==> src/rtl/unit_pkg.sv <==
// Shared types and field-size constants for the unit motion stage.
package unit_pkg;

    typedef enum logic [1:0] {
        IDLE   = 2'd0,
        MOVE   = 2'd1,
        ENGAGE = 2'd2
    } mover_state_t;

    localparam int FIELD_X_W = 10;
    localparam int FIELD_Y_W = 10;

endpackage

==> src/rtl/axis_stepper.sv <==
// One coordinate axis: clamped single step toward the target, plus range test.
module axis_stepper #(
    parameter int W     = 10,
    parameter int STEP  = 1,
    parameter int RANGE = 16
) (
    input  logic [W-1:0] pos,
    input  logic [W-1:0] tgt,
    output logic [W-1:0] next_pos,
    output logic         near
);

    localparam logic [W:0] STEP_V  = (W+1)'(STEP);
    localparam logic [W:0] RANGE_V = (W+1)'(RANGE);

    logic signed [W:0] diff;
    logic        [W:0] mag;
    logic        [W:0] step;

    // Step is the smaller of STEP and the remaining distance, so the
    // position lands exactly on the target instead of overshooting.
    always_comb begin
        diff     = $signed({1'b0, tgt}) - $signed({1'b0, pos});
        mag      = diff[W] ? $unsigned(-diff) : $unsigned(diff);
        step     = (mag < STEP_V) ? mag : STEP_V;
        next_pos = diff[W] ? (pos - step[W-1:0]) : (pos + step[W-1:0]);
        near     = (mag <= RANGE_V);
    end

endmodule

==> src/rtl/unit_mover.sv <==
// Single-unit motion FSM: walk toward the target on pacing ticks, then
// convert ticks into hit pulses while the target stays within range.
import unit_pkg::*;

module unit_mover #(
    parameter int X_W   = FIELD_X_W,
    parameter int Y_W   = FIELD_Y_W,
    parameter int STEP  = 1,
    parameter int RANGE = 16
) (
    input  logic           clk,
    input  logic           reset,
    input  logic           spawn,
    input  logic [X_W-1:0] spawn_x,
    input  logic [Y_W-1:0] spawn_y,
    input  logic [X_W-1:0] target_x,
    input  logic [Y_W-1:0] target_y,
    input  logic           step_tick,
    input  logic           kill,
    output logic [X_W-1:0] pos_x,
    output logic [Y_W-1:0] pos_y,
    output logic           alive,
    output logic           moving,
    output logic           in_range,
    output logic           arrived,
    output logic           hit
);

    mover_state_t   state_q, state_d;
    logic [X_W-1:0] pos_x_d, step_x;
    logic [Y_W-1:0] pos_y_d, step_y;
    logic           arrived_d, hit_d;
    logic           near_x, near_y;

    axis_stepper #(.W(X_W), .STEP(STEP), .RANGE(RANGE)) u_axis_x (
        .pos      (pos_x),
        .tgt      (target_x),
        .next_pos (step_x),
        .near     (near_x)
    );

    axis_stepper #(.W(Y_W), .STEP(STEP), .RANGE(RANGE)) u_axis_y (
        .pos      (pos_y),
        .tgt      (target_y),
        .next_pos (step_y),
        .near     (near_y)
    );

    assign in_range = near_x & near_y;
    assign alive    = (state_q != IDLE);
    assign moving   = (state_q == MOVE);

    // Next-state and pulse decode; kill beats spawn beats normal operation.
    always_comb begin
        state_d   = state_q;
        pos_x_d   = pos_x;
        pos_y_d   = pos_y;
        arrived_d = 1'b0;
        hit_d     = 1'b0;
        if (kill) begin
            state_d = IDLE;
        end else if (spawn) begin
            pos_x_d = spawn_x;
            pos_y_d = spawn_y;
            state_d = MOVE;
        end else begin
            case (state_q)
                MOVE: begin
                    // Range is checked every cycle, so arrival never waits for a tick.
                    if (in_range) begin
                        state_d   = ENGAGE;
                        arrived_d = 1'b1;
                    end else if (step_tick) begin
                        pos_x_d = step_x;
                        pos_y_d = step_y;
                    end
                end
                ENGAGE: begin
                    if (!in_range) state_d = MOVE;
                    else if (step_tick) hit_d = 1'b1;
                end
                default: ;
            endcase
        end
    end

    // State, position and pulse registers.
    always_ff @(posedge clk) begin
        if (reset) begin
            state_q <= IDLE;
            pos_x   <= '0;
            pos_y   <= '0;
            arrived <= 1'b0;
            hit     <= 1'b0;
        end else begin
            state_q <= state_d;
            pos_x   <= pos_x_d;
            pos_y   <= pos_y_d;
            arrived <= arrived_d;
            hit     <= hit_d;
        end
    end

endmodule
==> config.mk <==
export PLATFORM = sky130hd
export DESIGN_NAME = unit_mover
export DESIGN_NICKNAME = d
export VERILOG_FILES = /design/src/rtl/unit_pkg.sv /design/src/rtl/axis_stepper.sv /design/src/rtl/unit_mover.sv
export SDC_FILE = /design/constraint.sdc
export NUM_CORES = 1
export LEC_CHECK = 0
export CELL_PAD_IN_SITES_DETAIL_PLACEMENT = 0
export CELL_PAD_IN_SITES_GLOBAL_PLACEMENT = 1
export CORE_UTILIZATION = 36
export CTS_BUF_LIST = sky130_fd_sc_hd__clkbuf_8
export DETAILED_ROUTE_END_ITERATION = 6
export GPL_ROUTABILITY_DRIVEN = 0
export PLACE_DENSITY = 0.81
export SKIP_LAST_GASP = 1
export SLEW_MARGIN = 20
export SYNTH_ARGS = -nofsm -noshare
export SYNTH_HDL_FRONTEND = slang
export SYNTH_SLANG_ARGS = --single-unit
==> constraint.sdc <==
create_clock -name clk -period 5.5 [get_ports clk]
set_input_delay 1.1 -clock clk [delete_from_list [all_inputs] [get_ports clk]]
set_output_delay 1.1 -clock clk [all_outputs]
set_load 0.03 [all_outputs]
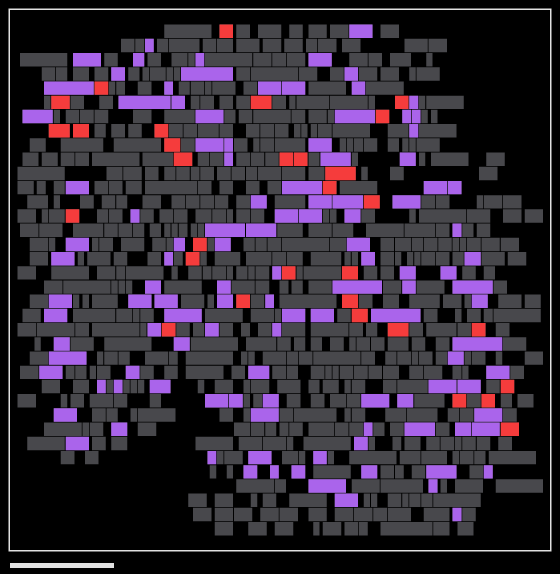
Run 1: logic cells by family
Bar = 20 um.
Key: purple = aoi and oai cells [cells 116, most used a211oi_2, where spread over the die]; red = non-inverting ao/oa cells [cells 31, most used a21o_1]
commonest non-fill, non-tap cell in the layout: sky130_fd_sc_hd__buf_4
Comb/total area: 56.2%
number of standard cells in the final layout excluding fillers: 836

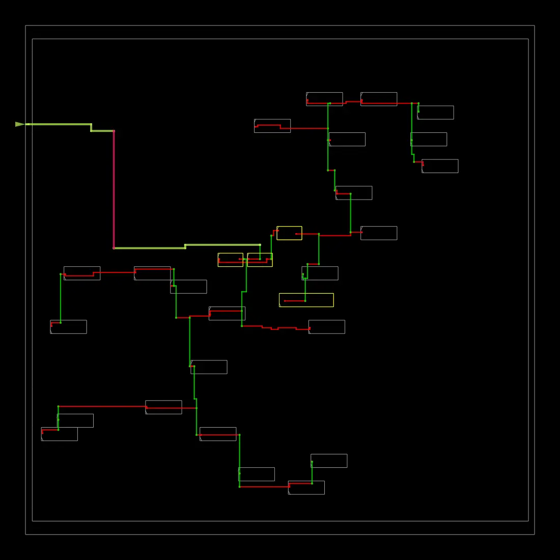
Run 1: clock nets
number of flip-flops and latches: 24
clock network latency to the later pin of the worst-skew pair: 0.28 ns
final-layout clock buffer total: 3
clk sinks: 24

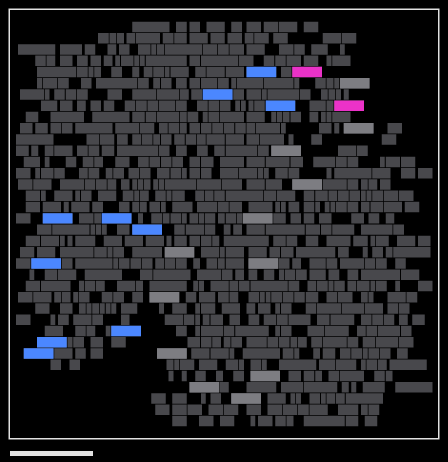
Run 1: where the registers sit
Bar = 20 um.
Key: magenta = `state_q` [placed flops 2]; blue = `pos_y` [placed flops 10]
Another 12 sequential cells are not coloured.
area occupied by registers: 480 um2
Sequential Power: 0.202 mW

==> notes.md, run 1 <==
Numbers from the implementation run.

The worst setup slack after layout is -0.0263 ns. The flow ran to the end, but the final reports show violations. The area growth from synthesis to layout is 83.2%. The total setup violations reported at the end of the flow is 2. Among the stages of the critical path, the cell type that occurs most often is sky130_fd_sc_hd__buf_4. Of the total synthesized cell area, the portion taken by XOR and XNOR cells is 5.62%.

Listed in order, past its start point the critical path passes buf_6 > inv_2 > ha_4 > fa_2 > nor2b_2 > o2111ai_2 > a31oi_1 > xor2_1 > nor2b_1 > a32o_2 > nand2_1 > buf_4 > buf_4 > buf_4 > buf_4 > buf_4 > buf_4 > buf_4 > buf_4 > nor2_4 > buf_6. Of the total power, combinational logic draws 74.5%. The most critical setup path has its endpoint at in_range. The final total power is 1.44 mW. The launch point of the worst path is target_y[0]. The count of plain and timing-repair buffers is 246. The kind of end point of the critical path is an output pin.

The cell class with the largest area share is combinational gates. The critical path is of the primary input to output pin type. The layout has 44 inverters outside the clock class. The and-or/or-and share of the synthesized area is 33.1%.

The endpoint of the worst hold path is reported as state_q[1]. On met2, the global router reports a usage of 45.3%. In the final design database the tool counted 798 nets.

The clock tree from TritonCTS is done. TritonRoute output was used to compute an average wire per cell of 17.4 um. Data arrives at the worst endpoint at 4.43 ns. For this run the top cell type by instance count after synthesis was sky130_fd_sc_hd__ha_1. The final reports fail on negative setup slack.
Run 1, routed metal, one colour a layer:
Only two layers are drawn.
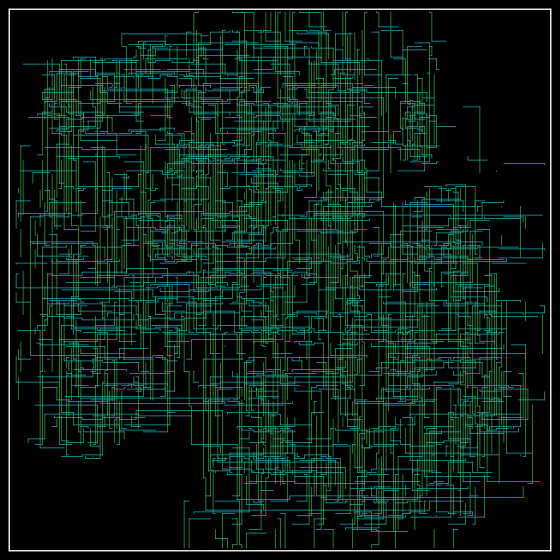

==> inputs of run 2 (changes only) <==
Settings changed: CORE_MARGIN set to 2, SKIP_LAST_GASP 1 to not set.
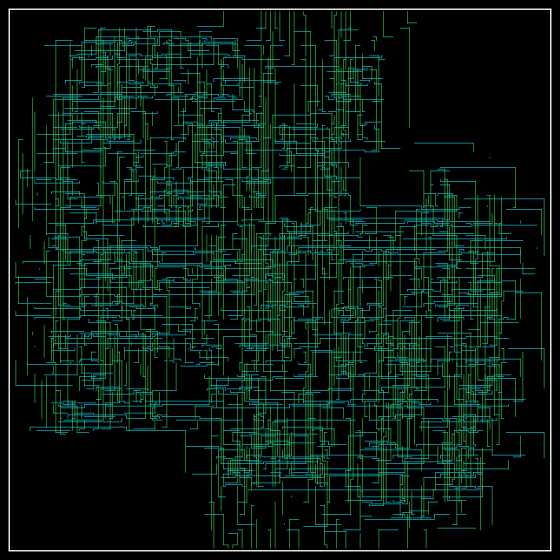
Run 2: routed metal, one colour a layer
Only two layers are drawn.
Key: cyan = M1 [wire length 5,300 um]; green = M2 [wire length 6,320 um]
total global-route track usage: 20.6%
detailed-route via count: 4,170
Total Routed Length: 12,100 um
mean routed wirelength per cell: 15.1 um

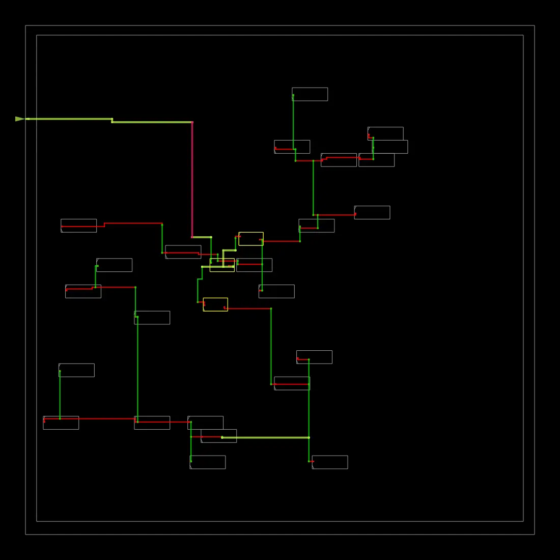
Run 2: clock nets
Final Skew: 0.00993 ns
total CTS buffers: 3
clk pwr: 0.113 mW

==> notes.md, run 2 <==
Numbers from the implementation run.

The proportion of cell area occupied by multi-input gates came to 58.1% (was 56.2%). The kind of critical path is primary input to output pin (unchanged). The part of the power in the clock network is 8.9% (was 11.5%). The number of ordinary inverters in the final layout is 44 (unchanged). The final total power was 1.26 mW (was 1.44 mW). The library cell appearing most often on the critical path is sky130_fd_sc_hd__buf_4 (unchanged).

The cell type with the largest total area after synthesis is sky130_fd_sc_hd__ha_1 (unchanged). The kind of end point of the critical path is an output pin (unchanged). The post-cts hold-fix buffer tally is 0 (unchanged). The clock input transition at the sequential cells of the worst setup and hold paths is 0.09 ns (about the same). The combinational power share came to 75.1% (was 74.5%).

The most common cell in the synthesized netlist was sky130_fd_sc_hd__ha_1 (unchanged). The area growth from synthesis to layout was 69.4% (was 83.2%). The fraction of synthesized cell area in xor and xnor cells came to 5.62% (unchanged).

The clock tree from TritonCTS was done (unchanged). The share of total power consumed by net switching is 42.5% (was 42.0%). The and-or/or-and share of the synthesized area is 33.1% (unchanged).

The number of clock sinks was 24 (unchanged). The number of sequential cells is 24 (unchanged). The number of setup buffers added after CTS came to 34 (was 56). The estimated wirelength of the detail-placed design is 8880 um (was 8730 um). The met2 track demand over resource is 39.4% (was 45.3%). The area occupied by registers is 480 um2 (unchanged). Run status: finished clean (was finished, violations left). The total setup violations reported at the end of the flow was 0 (was 2). The final-report hold violation count is 0 (unchanged). The endpoint of the worst hold path was pos_y[9] (was state_q[1]). The worst supply voltage drop on vdd is 0.113 mV (was 0.141 mV). The switching component of the power came to 0.536 mW (was 0.605 mW).

The cell class with the largest area share is combinational gates (unchanged). The most used logic cell in the final layout is sky130_fd_sc_hd__buf_4 (unchanged). The launch point of the worst path is target_x[0] (was target_y[0]). The heaviest power group was combinational logic (unchanged). The worst setup slack after layout is 0.121 ns (was -0.0263 ns). The sequential group power was 0.202 mW (about the same).

The data arrival time of the critical path is 4.28 ns (was 4.43 ns). The count of plain and timing-repair buffers came to 211 (was 246). Commonest cells in the netlist: sky130_fd_sc_hd__ha_1 (45), sky130_fd_sc_hd__inv_1 (44), sky130_fd_sc_hd__nor2_1 (36) (unchanged). The clock latency on the worst-skew pair came to 0.28 ns (about the same). The number of nets in the finished design is 763 (was 798).

The count of clock buffers in the final design is 3 (unchanged). Chain of cells forming the critical path: buf_6 > inv_4 > ha_4 > fa_2 > buf_6 > xor2_4 > and2_4 > o21bai_4 > a21oi_1 > a41oi_2 > buf_4 > buf_4 > buf_4 > buf_4 > buf_4 > buf_4 > buf_4 > nand2_1 > o2111ai_4 > nor2_2 > buf_4 (was buf_6 > inv_2 > ha_4 > fa_2 > nor2b_2 > o2111ai_2 > a31oi_1 > xor2_1 > nor2b_1 > a32o_2 > nand2_1 > buf_4 > buf_4 > buf_4 > buf_4 > buf_4 > buf_4 > buf_4 > buf_4 > nor2_4 > buf_6). The endpoint of the most critical setup path is in_range (unchanged). The number of buffer and inverter stages on the critical path is 11 (unchanged).
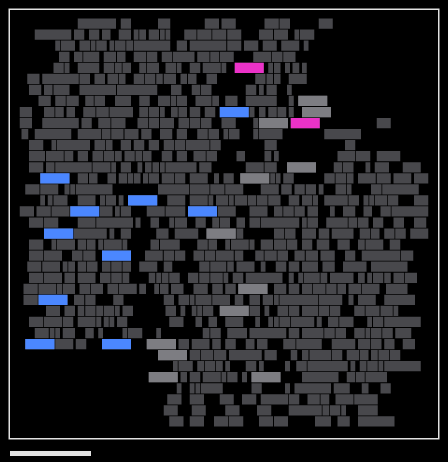
Run 2: where the registers sit
Bar = 20 um.
fin util: 61.8%
register fraction of the total cell area: 7.67%

Power and IR drop assume default switching activity.
